**src/rtl/uart_rx_deserializer_if.sv**
```systemverilog
// Bundles the UART receive line, frame configuration and received-word status.
// master is the deserializer side; slave is the line driver / word consumer side.
interface uart_rx_deserializer_if;
  logic       baud_tick;
  logic       rx_in;
  logic [1:0] parity_type;
  logic       stop_bits;
  logic       data_length;
  logic [7:0] data_out;
  logic       data_valid;
  logic       parity_error;
  logic       stop_error;
  logic       rx_active;

  modport master (
    input  baud_tick, rx_in, parity_type, stop_bits, data_length,
    output data_out, data_valid, parity_error, stop_error, rx_active
  );

  modport slave (
    output baud_tick, rx_in, parity_type, stop_bits, data_length,
    input  data_out, data_valid, parity_error, stop_error, rx_active
  );
endinterface

```
**src/rtl/uart_rx_deserializer.sv**
```systemverilog
// UART receiver: oversamples a synchronized rx line and recovers start/7-8 data/parity/1-2 stop
// frames, reporting the word with parity and framing status.
module uart_rx_deserializer #(
  parameter int OVERSAMPLE  = 16,
  parameter int SYNC_STAGES = 2
) (
  input  logic                          clock,
  input  logic                          rst,
  uart_rx_deserializer_if.master        rx_if
);

  localparam int CW = $clog2(OVERSAMPLE);
  localparam logic [CW-1:0] HALF_LAST = CW'(OVERSAMPLE / 2 - 1);
  localparam logic [CW-1:0] FULL_LAST = CW'(OVERSAMPLE - 1);

  typedef enum logic [2:0] {
    IDLE,
    START,
    DATA,
    PARITY,
    STOP,
    DONE
  } state_t;

  state_t                 state_q, state_n;
  logic [SYNC_STAGES-1:0] sync_q;
  logic                   rx_s;
  logic [CW-1:0]          scnt_q, scnt_n;
  logic [2:0]             bit_q, bit_n;
  logic [7:0]             shift_q, shift_n;
  logic                   stop_cnt_q, stop_cnt_n;
  logic                   par_err_q, par_err_n;
  logic                   stop_err_q, stop_err_n;
  logic                   wait_high_q, wait_high_n;
  logic [1:0]             cfg_par_q, cfg_par_n;
  logic                   cfg_two_q, cfg_two_n;
  logic                   cfg_len_q, cfg_len_n;
  logic [7:0]             data_out_q, data_out_n;
  logic                   data_valid_q, data_valid_n;
  logic                   parity_error_q, parity_error_n;
  logic                   stop_error_q, stop_error_n;
  logic                   rx_active_q, rx_active_n;

  logic                   parity_en;
  logic                   parity_odd;
  logic [2:0]             last_bit;
  logic [7:0]             data_word;
  logic                   mid_bit;

  assign rx_s       = sync_q[SYNC_STAGES-1];
  assign parity_en  = cfg_par_q[0] ^ cfg_par_q[1];
  assign parity_odd = (cfg_par_q == 2'b01);
  assign last_bit   = cfg_len_q ? 3'd7 : 3'd6;
  // A 7-bit word ends up in shift_q[7:1] because bits always enter at the MSB.
  assign data_word  = cfg_len_q ? shift_q : {1'b0, shift_q[7:1]};
  assign mid_bit    = rx_if.baud_tick && (scnt_q == FULL_LAST);

  always_ff @(posedge clock or negedge rst) begin
    if (!rst) begin
      sync_q <= '1;
    end else begin
      sync_q <= {sync_q[SYNC_STAGES-2:0], rx_if.rx_in};
    end
  end

  always_ff @(posedge clock or negedge rst) begin
    if (!rst) begin
      state_q        <= IDLE;
      scnt_q         <= '0;
      bit_q          <= '0;
      shift_q        <= '0;
      stop_cnt_q     <= 1'b0;
      par_err_q      <= 1'b0;
      stop_err_q     <= 1'b0;
      wait_high_q    <= 1'b0;
      cfg_par_q      <= '0;
      cfg_two_q      <= 1'b0;
      cfg_len_q      <= 1'b0;
      data_out_q     <= '0;
      data_valid_q   <= 1'b0;
      parity_error_q <= 1'b0;
      stop_error_q   <= 1'b0;
      rx_active_q    <= 1'b0;
    end else begin
      state_q        <= state_n;
      scnt_q         <= scnt_n;
      bit_q          <= bit_n;
      shift_q        <= shift_n;
      stop_cnt_q     <= stop_cnt_n;
      par_err_q      <= par_err_n;
      stop_err_q     <= stop_err_n;
      wait_high_q    <= wait_high_n;
      cfg_par_q      <= cfg_par_n;
      cfg_two_q      <= cfg_two_n;
      cfg_len_q      <= cfg_len_n;
      data_out_q     <= data_out_n;
      data_valid_q   <= data_valid_n;
      parity_error_q <= parity_error_n;
      stop_error_q   <= stop_error_n;
      rx_active_q    <= rx_active_n;
    end
  end

  always_comb begin
    state_n        = state_q;
    scnt_n         = scnt_q;
    bit_n          = bit_q;
    shift_n        = shift_q;
    stop_cnt_n     = stop_cnt_q;
    par_err_n      = par_err_q;
    stop_err_n     = stop_err_q;
    wait_high_n    = wait_high_q;
    cfg_par_n      = cfg_par_q;
    cfg_two_n      = cfg_two_q;
    cfg_len_n      = cfg_len_q;
    data_out_n     = data_out_q;
    data_valid_n   = 1'b0;
    parity_error_n = parity_error_q;
    stop_error_n   = stop_error_q;

    unique case (state_q)
      IDLE: begin
        // After a framing error or break the line must return high before a start is trusted.
        if (rx_if.baud_tick) begin
          if (wait_high_q) begin
            if (rx_s) wait_high_n = 1'b0;
          end else if (!rx_s) begin
            state_n    = START;
            scnt_n     = '0;
            par_err_n  = 1'b0;
            stop_err_n = 1'b0;
            cfg_par_n  = rx_if.parity_type;
            cfg_two_n  = rx_if.stop_bits;
            cfg_len_n  = rx_if.data_length;
          end
        end
      end

      START: begin
        if (rx_if.baud_tick) begin
          if (scnt_q == HALF_LAST) begin
            scnt_n = '0;
            if (rx_s) begin
              state_n = IDLE;
            end else begin
              state_n = DATA;
              bit_n   = '0;
            end
          end else begin
            scnt_n = scnt_q + CW'(1);
          end
        end
      end

      DATA: begin
        if (mid_bit) begin
          scnt_n  = '0;
          shift_n = {rx_s, shift_q[7:1]};
          if (bit_q == last_bit) begin
            state_n    = parity_en ? PARITY : STOP;
            stop_cnt_n = 1'b0;
          end else begin
            bit_n = bit_q + 3'd1;
          end
        end else if (rx_if.baud_tick) begin
          scnt_n = scnt_q + CW'(1);
        end
      end

      PARITY: begin
        if (mid_bit) begin
          scnt_n    = '0;
          par_err_n = ((^data_word) ^ rx_s) != parity_odd;
          state_n   = STOP;
        end else if (rx_if.baud_tick) begin
          scnt_n = scnt_q + CW'(1);
        end
      end

      STOP: begin
        if (mid_bit) begin
          scnt_n = '0;
          if (!rx_s) stop_err_n = 1'b1;
          if (stop_cnt_q == cfg_two_q) begin
            state_n = DONE;
          end else begin
            stop_cnt_n = 1'b1;
          end
        end else if (rx_if.baud_tick) begin
          scnt_n = scnt_q + CW'(1);
        end
      end

      DONE: begin
        data_out_n     = data_word;
        parity_error_n = par_err_q;
        stop_error_n   = stop_err_q;
        data_valid_n   = 1'b1;
        wait_high_n    = stop_err_q;
        state_n        = IDLE;
      end

      default: state_n = IDLE;
    endcase

    rx_active_n = (state_n != IDLE);
  end

  assign rx_if.data_out     = data_out_q;
  assign rx_if.data_valid   = data_valid_q;
  assign rx_if.parity_error = parity_error_q;
  assign rx_if.stop_error   = stop_error_q;
  assign rx_if.rx_active    = rx_active_q;

endmodule

```
**src/flat_wrapper.sv**
```systemverilog
// flat-port wrapper written by rule: the top's interface ports become plain ports
module uart_rx_deserializer_flat 
#(
  parameter int OVERSAMPLE  = 16,
  parameter int SYNC_STAGES = 2
)
  (clock, rst, rx_if_baud_tick, rx_if_rx_in, rx_if_parity_type, rx_if_stop_bits, rx_if_data_length, rx_if_data_out, rx_if_data_valid, rx_if_parity_error, rx_if_stop_error, rx_if_rx_active);
  uart_rx_deserializer_if rx_if_i ();
  input  logic clock;
  input  logic rst;
  input wire logic [$bits(rx_if_i.baud_tick)-1:0] rx_if_baud_tick;
  input wire logic [$bits(rx_if_i.rx_in)-1:0] rx_if_rx_in;
  input wire logic [$bits(rx_if_i.parity_type)-1:0] rx_if_parity_type;
  input wire logic [$bits(rx_if_i.stop_bits)-1:0] rx_if_stop_bits;
  input wire logic [$bits(rx_if_i.data_length)-1:0] rx_if_data_length;
  output wire logic [$bits(rx_if_i.data_out)-1:0] rx_if_data_out;
  output wire logic [$bits(rx_if_i.data_valid)-1:0] rx_if_data_valid;
  output wire logic [$bits(rx_if_i.parity_error)-1:0] rx_if_parity_error;
  output wire logic [$bits(rx_if_i.stop_error)-1:0] rx_if_stop_error;
  output wire logic [$bits(rx_if_i.rx_active)-1:0] rx_if_rx_active;
  assign rx_if_i.baud_tick = rx_if_baud_tick;
  assign rx_if_i.rx_in = rx_if_rx_in;
  assign rx_if_i.parity_type = rx_if_parity_type;
  assign rx_if_i.stop_bits = rx_if_stop_bits;
  assign rx_if_i.data_length = rx_if_data_length;
  assign rx_if_data_out = rx_if_i.data_out;
  assign rx_if_data_valid = rx_if_i.data_valid;
  assign rx_if_parity_error = rx_if_i.parity_error;
  assign rx_if_stop_error = rx_if_i.stop_error;
  assign rx_if_rx_active = rx_if_i.rx_active;
  uart_rx_deserializer #(.OVERSAMPLE(OVERSAMPLE), .SYNC_STAGES(SYNC_STAGES)) u_core (.clock(clock), .rst(rst), .rx_if(rx_if_i));
endmodule
```
**config.mk**
```make
export PLATFORM = sky130hd
export DESIGN_NAME = uart_rx_deserializer_flat
export DESIGN_NICKNAME = d
export VERILOG_FILES = /design/src/rtl/uart_rx_deserializer_if.sv /design/src/rtl/uart_rx_deserializer.sv /design/src/flat_wrapper.sv
export SDC_FILE = /design/constraint.sdc
export NUM_CORES = 1
export LEC_CHECK = 0
export ABC_AREA = 1
export CAP_MARGIN = 10
export CORE_MARGIN = 2
export CORE_UTILIZATION = 41
export DETAILED_ROUTE_END_ITERATION = 7
export MAX_ROUTING_LAYER = met4
export PLACE_DENSITY = 0.67
export SKIP_CTS_REPAIR_TIMING = 1
export SYNTH_ARGS = -nofsm -noshare
export SYNTH_HDL_FRONTEND = slang
export SYNTH_SLANG_ARGS = --single-unit
```
**constraint.sdc**
```tcl
create_clock -name clock -period 3.5 [get_ports clock]
set_input_delay 0.875 -clock clock [delete_from_list [all_inputs] [get_ports clock]]
set_output_delay 0.875 -clock clock [all_outputs]
set_load 0.01 [all_outputs]
```
==> run_1/metal_density.png <==
The die is cut into 15 by 15 equal tiles; black is low, pale yellow is high, scaled to the fullest tile. Values are wire area over tile area, all layers added.
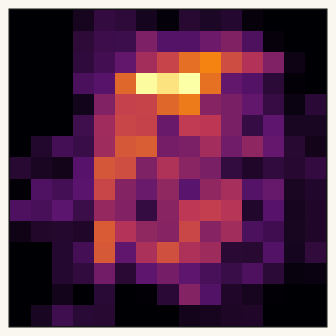
fullest tile	0.51
nearly empty tiles	22%
tiles over half the peak	12%
mean over tiles	0.11
Overall Global Routing Usage: 0.156
Post-Route WL: 4020 µm

==> run_1/placement.png <==
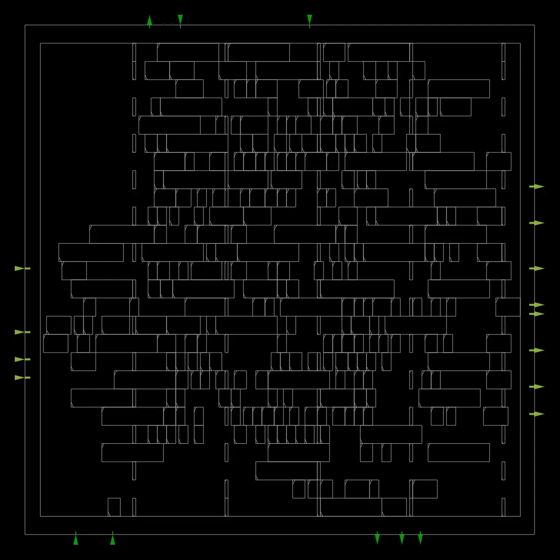
fin cells: 357
n_taps: 70
Cell Rows: 26

==> run_1/detail.png <==
Scale bar: 10 µm. Region (26, 10) to (51, 35) µm. Cells in grey, sequential cells in the stronger grey; small squares are vias.
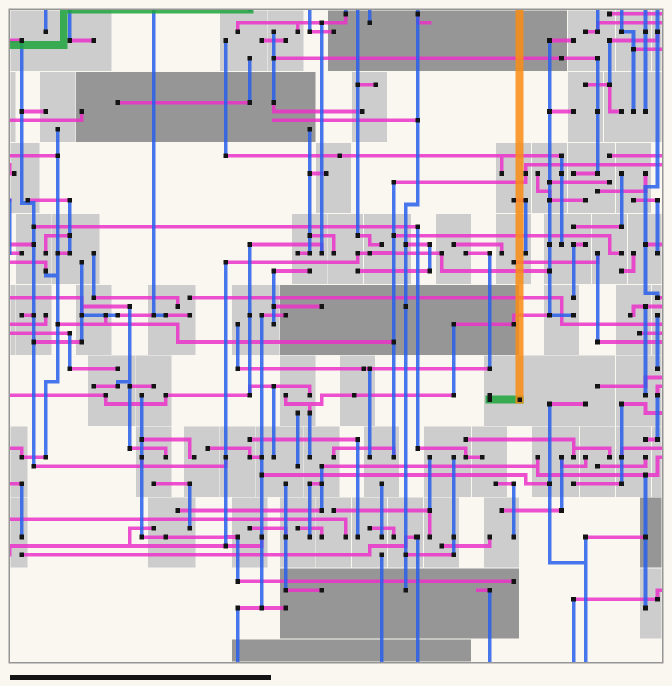
colour	layer
orange	metal 4
magenta	metal 1
blue	metal 2
green	metal 3
netlist names of flops here include	u_core.shift_q (4)
sequential cells in the window	4
cells with their middle in the window	60
most frequent	nand2_1 (31), o21ai_0 (8), inv_1 (7)

==> run_1/logic_types.png <==
Scale bar: 20 µm.
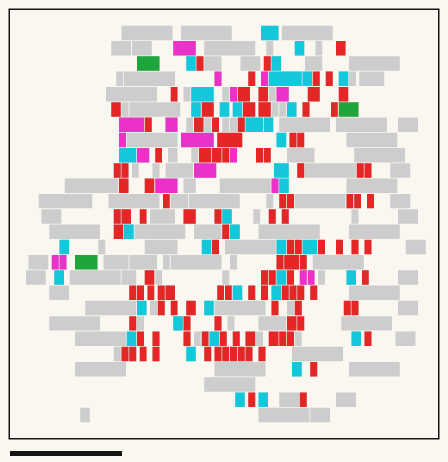
colour	family	cells
red	nand cells	117
green	mux cells	3
cyan	aoi and oai cells	40
magenta	nor cells	18
combinational share of cell area: 0.388
most numerous logic cell after layout: nand2_1

==> out/metrics.cfg, run 1 <==
[layout]
area_growth_pct = 15.9
final_util = 0.488
flop_area_um2 = 1000
comb_area_um2 = 961

[setup_path]
path_class = input pin to register
reg2reg_slack_ns = 1.68
r2r-end = u_core.par_err_q
critPathLaunch = rx_if_baud_tick
arrival_ns = 2.56
endpoint = u_core.rx_if.rx_active
worst_setup_path_end_kind = register

[synthesis]
compound_area_frac = 0.114
xor_share = 0.0158
syn_inst = 265
common_cells = nand2_1 (92), dfrtp_1 (38), inv_1 (27)
synth_top_cell_by_count = nand2_1
ys_cells = 265
synth.mux.area_fraction = 0.0152
synth_top_area_share = 0.445

[min_path]
hold_path_end = u_core.sync_q[1]
hold_path_class = register to register
hold_depth = 0

[final_timing]
relSlewSlack = 0.416
min_period_ns = 2.33
tightest_slew_ns = 0.876

[cts]
cts_tree = built
cts_max_level = 2
cts_sinks = 40

[drt]
wl_met3_um = 181
wl_met2_um = 1750
ant_nets = 0
top_layer = met4

[global_route]
grt_pass1_vias = 1602
grtUsageMet1 = 0.201

[status]
outcome = complete, no violations

[power_and_ir_drop]
powerDensity_nw_per_um2 = 550

[floorplanning]
io-pin-count = 20

-- run 1: power breakdown --
| group | total (W) | internal (W) | switching [W] | leakage [nW] |
|---|---|---|---|---|
| sequential | 0.000582 | 0.000516 | 0.0000659 | 0.489 |
| clock | 0.000376 | 0.000211 | 0.000165 | 0.0541 |
| combinational | 0.000404 | 0.000159 | 0.000245 | 0.689 |
-- run 1: final cells by class --
| type | instances | area share |
|---|---|---|
| Sequential cell | 40 | 0.405 |
| Multi-Input combinational cell | 186 | 0.388 |
| Timing Repair Buffer | 19 | 0.0748 |
| Inverter | 34 | 0.0515 |
| Tap cell | 70 | 0.0354 |
| Clock buffer | 5 | 0.0278 |
| Clock inverter | 3 | 0.0172 |
==> inputs of run 2 (changes only) <==
==> constraint.sdc (replaced) <==
create_clock -name clock -period 2.3 [get_ports clock]
set_input_delay 0.575 -clock clock [delete_from_list [all_inputs] [get_ports clock]]
set_output_delay 0.575 -clock clock [all_outputs]
set_load 0.01 [all_outputs]
==> run 2 against run 1 <==
Effect of this change:
- register-to-register slack got worse by 1.2 ns
- global-route usage about the same
- first-iteration DRC count increased by 13%
- combinational power increased by 51%
- clock power increased by about 50%
- clock-buffer cell count increased by 1
- core utilization increased by 0.37 points
- largest power group unchanged
- total power increased by 51%
==> out/metrics.cfg, run 2 <==
[power_and_ir_drop]
p_seq_frac = 0.430  ; +0.003
powerDensity_nw_per_um2 = 825  ; +50%
power_clock_w = 0.000563  ; +50%
switching_share = 0.344  ; -0.00549
p_comb_w = 0.000611  ; +51%
pg_seq_w = 0.000885  ; +52%
power_leader = registers
p_switching_w = 0.000708  ; +49%
power_frac_clock = 0.273  ; -0.003
internal_power_w = 0.00135  ; +52%

[final_timing]
tightest_slew_ns = 0.588  ; -0.288 ns
min_period_ns = 1.86
relSlewSlack = 0.608  ; +0.192

[cts]
cts_max_level = 2  ; unchanged
cts_tree = built

[place]
pre_cts_ws_ns = 0.145

[synthesis]
ys_cells = 265  ; unchanged
synth_top_area_share = 0.445  ; unchanged
common_cells = nand2_1 (92), dfrtp_1 (38), inv_1 (27)
topCellsByArea = dfrtp_1 (45%), nand2_1 (16%), o21ai_0 (5.9%), inv_1 (4.7%), nand3_1 (3.7%)
synth_top_cell_by_count = nand2_1

[floorplanning]
num_rows = 26  ; unchanged
io-pin-count = 20  ; unchanged

[setup_path]
endpoint = u_core.rx_if.rx_active
critPathLaunch = rx_if_baud_tick
start_kind = input pin
worst_setup_path_end_kind = register
reg2reg_slack_ns = 0.49  ; -1.19 ns
path_cells = clkdlybuf4s50_1, inv_2, nor2_2, nand2_2, nor2_4, nand2_1, o21ai_2, nor2_2, nand3_1
path_class = input pin to register
arrival_ns = 2.09  ; -0.47 ns

[drt]
ant_nets = 0  ; unchanged
top_layer = met4
routed_wl_um = 3930  ; -2.3%
wl_met2_um = 1800  ; +2.8%

[global_route]
grt_pass1_vias = 1592  ; -0.62%

[status]
outcome = complete, no violations

[layout]
area_growth_pct = 16.8
mostFrequentLayoutCell = nand2_1
layout.cells.non_filler = 360  ; +0.84%

-- run 2: cell families after synthesis --
| kind of cell | Yosys count | synth area share |
|---|---|---|
| muxes | 3 | 0.0152 |
| buffers and inverters | 39 | 0.0803 |
| and+or+nand+nor | 136 | 0.288 |
| xor gates and xnor gates | 3 | 0.0158 |
| AOI/OAI and AO/OA | 41 | 0.114 |
| adders and majority gates | 3 | 0.0176 |
| DFF | 40 | 0.470 |
-- run 2: layout make-up --
class | instances | area (µm²)
Timing Repair Buffer | 22 | 208
Sequential cell | 40 | 1000
Tap cell | 70 | 87.6
Clock inverter | 2 | 35.0
Fill cell | 514 | 2580
Multi-Input combinational cell | 186 | 961
Clock buffer | 6 | 72.6
Inverter | 34 | 128
==> run_2/metal_density.png <==
The die is cut into 15 by 15 equal tiles; black is low, pale yellow is high, scaled to the fullest tile. Values are wire area over tile area, all layers added.
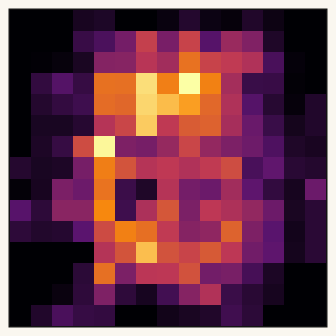
tiles over half the peak	20%
densest ninth of the die	top middle
fullest tile	0.39
Overall Global Routing Usage: 0.156
via count: 1719

==> run_2/placement.png <==
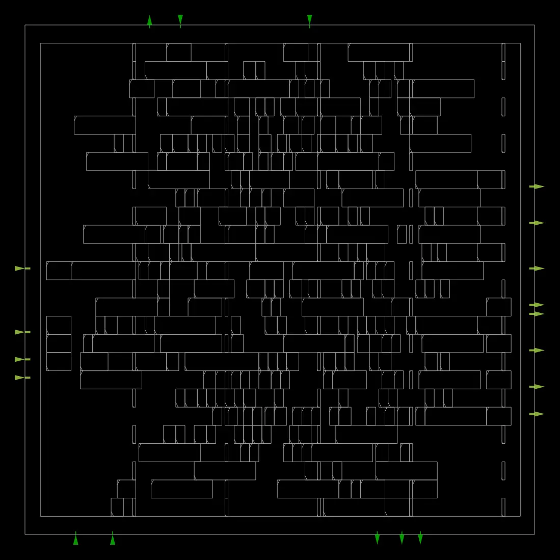
Core Util, Final: 0.492
fillers: 514

==> inputs of run 3 (changes only) <==
--- a/config.mk
+++ b/config.mk
@@ -11,7 +11,7 @@
 export CORE_UTILIZATION = 41
 export DETAILED_ROUTE_END_ITERATION = 7
 export MAX_ROUTING_LAYER = met4
-export PLACE_DENSITY = 0.67
+export PLACE_DENSITY = 0.7
 export SKIP_CTS_REPAIR_TIMING = 1
 export SYNTH_ARGS = -nofsm -noshare
 export SYNTH_HDL_FRONTEND = slang
==> constraint.sdc (replaced) <==
create_clock -name clock -period 1.6 [get_ports clock]
set_input_delay 0.4 -clock clock [delete_from_list [all_inputs] [get_ports clock]]
set_output_delay 0.4 -clock clock [all_outputs]
set_load 0.01 [all_outputs]
==> run 3 against run 2 <==
Effect of this change:
- critical path depth shrank 8
- global-route usage down 0.31 points
- largest power group unchanged
- register-to-register slack got worse by 0.45 ns
- highest routed layer unchanged
- synthesized cell count did not move
- clock power is 47% higher
- sequential share of layout area down 3.1 points
- critical path type is now register to output port
==> out/metrics.cfg, run 3 <==
[status]
outcome = complete, no violations

[synthesis]
ys_cells = 265  ; unchanged
synth_top_area_share = 0.445  ; unchanged
synth.mux.area_fraction = 0.0152  ; unchanged
xor_share = 0.0158  ; unchanged
ys_sh_adder = 0.0176  ; unchanged
common_cells = nand2_1 (92), dfrtp_1 (38), inv_1 (27)
topCellsByArea = dfrtp_1 (45%), nand2_1 (16%), o21ai_0 (5.9%), inv_1 (4.7%), nand3_1 (3.7%)
synthTopLogicFamily = simple AND/OR/NAND/NOR gates
synth_top_cell_by_count = nand2_1
compound_area_frac = 0.114  ; unchanged

[layout]
final_util = 0.534  ; +0.0419
nFillCells = 506  ; -1.6%
area_growth_pct = 26.8
mostFrequentLayoutCell = nand2_1

[setup_path]
endpoint = rx_if_data_out[0]
reg2reg_slack_ns = 0.04  ; -0.45 ns
path_class = register to output port
start_kind = register
path_cells = clkdlybuf4s50_1
arrival_ns = 1.17  ; -0.92 ns
critPathLaunch = u_core.rx_if.data_out[0]

[cts]
cts_tree = built
cts_max_level = 2  ; unchanged

[drt]
via_per_inst = 4.84
routed_wl_um = 4320  ; +9.9%
ant_nets = 0  ; unchanged

[final_timing]
tightest_slew_ns = 0.241  ; -0.347 ns
relSlewSlack = 0.839  ; +0.231
min_period_ns = 1.57

[global_route]
grt_pass1_vias = 1653  ; +3.8%
grt_use_total = 0.153  ; -0.00308
grtUsageMet1 = 0.194

[floorplanning]
num_rows = 26  ; unchanged

[power_and_ir_drop]
powerDensity_nw_per_um2 = 1160  ; +40%

[run 3: final cells by class]
type	instances	area (µm²)	area share
Clock buffer	5	68.8	0.0254
Clock inverter	3	42.5	0.0157
Timing Repair Buffer	35	354	0.131
Inverter	34	130	0.0481
Tap cell	70	87.6	0.0323
Multi-Input combinational cell	186	1020	0.377
Sequential cell	40	1000	0.371
[run 3: logic make-up after synthesis]
logic type                 count (synthesis)
DFF                                       40
adders and majority gates                  3
muxes                                      3
buffers and inverters                     39
and+or+nand+nor                          136
AOI/OAI and AO/OA                         41
xor gates and xnor gates                   3
[run 3: power breakdown]
part	internal [W]	leakage [nW]	total (W)	switching, W
Sequential	0.00113	0.489	0.00125	0.000117
Clock	0.000461	0.0541	0.000825	0.000364
Combinational	0.000445	0.984	0.00106	0.000615
Total	0.00204	1.53	0.00313	0.00110
==> run_3/logic_types.png <==
Scale bar: 20 µm.
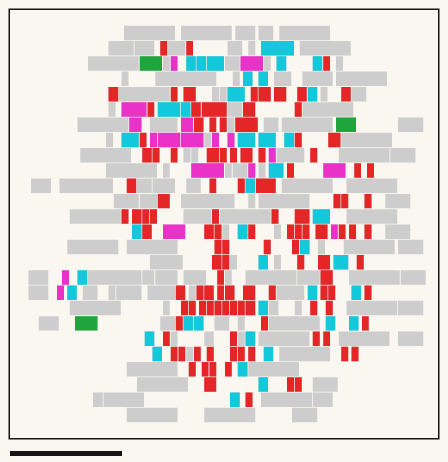
colour	family	cells
cyan	aoi and oai cells	40
magenta	nor cells	18
green	mux cells	3
red	nand cells	117
combinational share of cell area: 0.377
fin cells: 373

==> run_3/detail.png <==
Scale bar: 10 µm. Region (26, 10) to (51, 35) µm. Cells in grey, sequential cells in the stronger grey; small squares are vias.
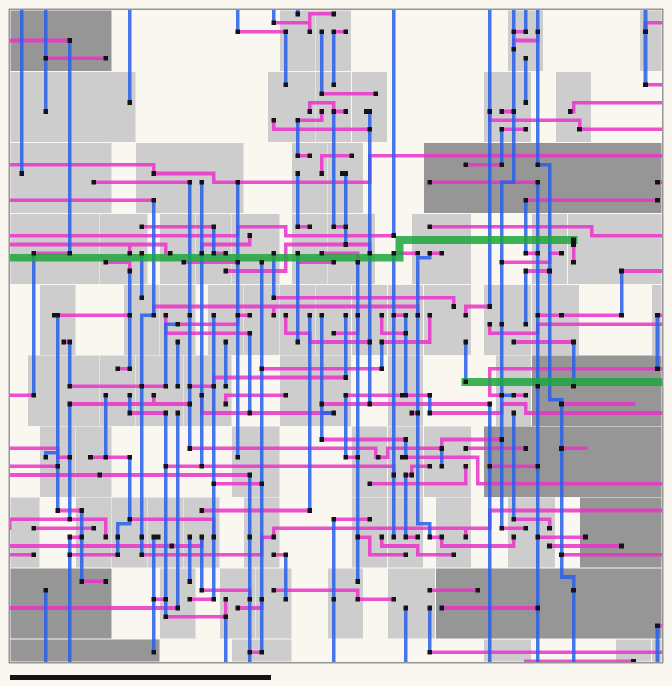
colour	layer
magenta	metal 1
green	metal 3
blue	metal 2
most frequent	nand2_1 (32), inv_1 (9), o21ai_0 (8)
sequential cells in the window	4
netlist names of flops here include	u_core.shift_q (3), u_core.rx_if.data_out (1)
cells with their middle in the window	68

Power is estimated from default activity; no workload was simulated.
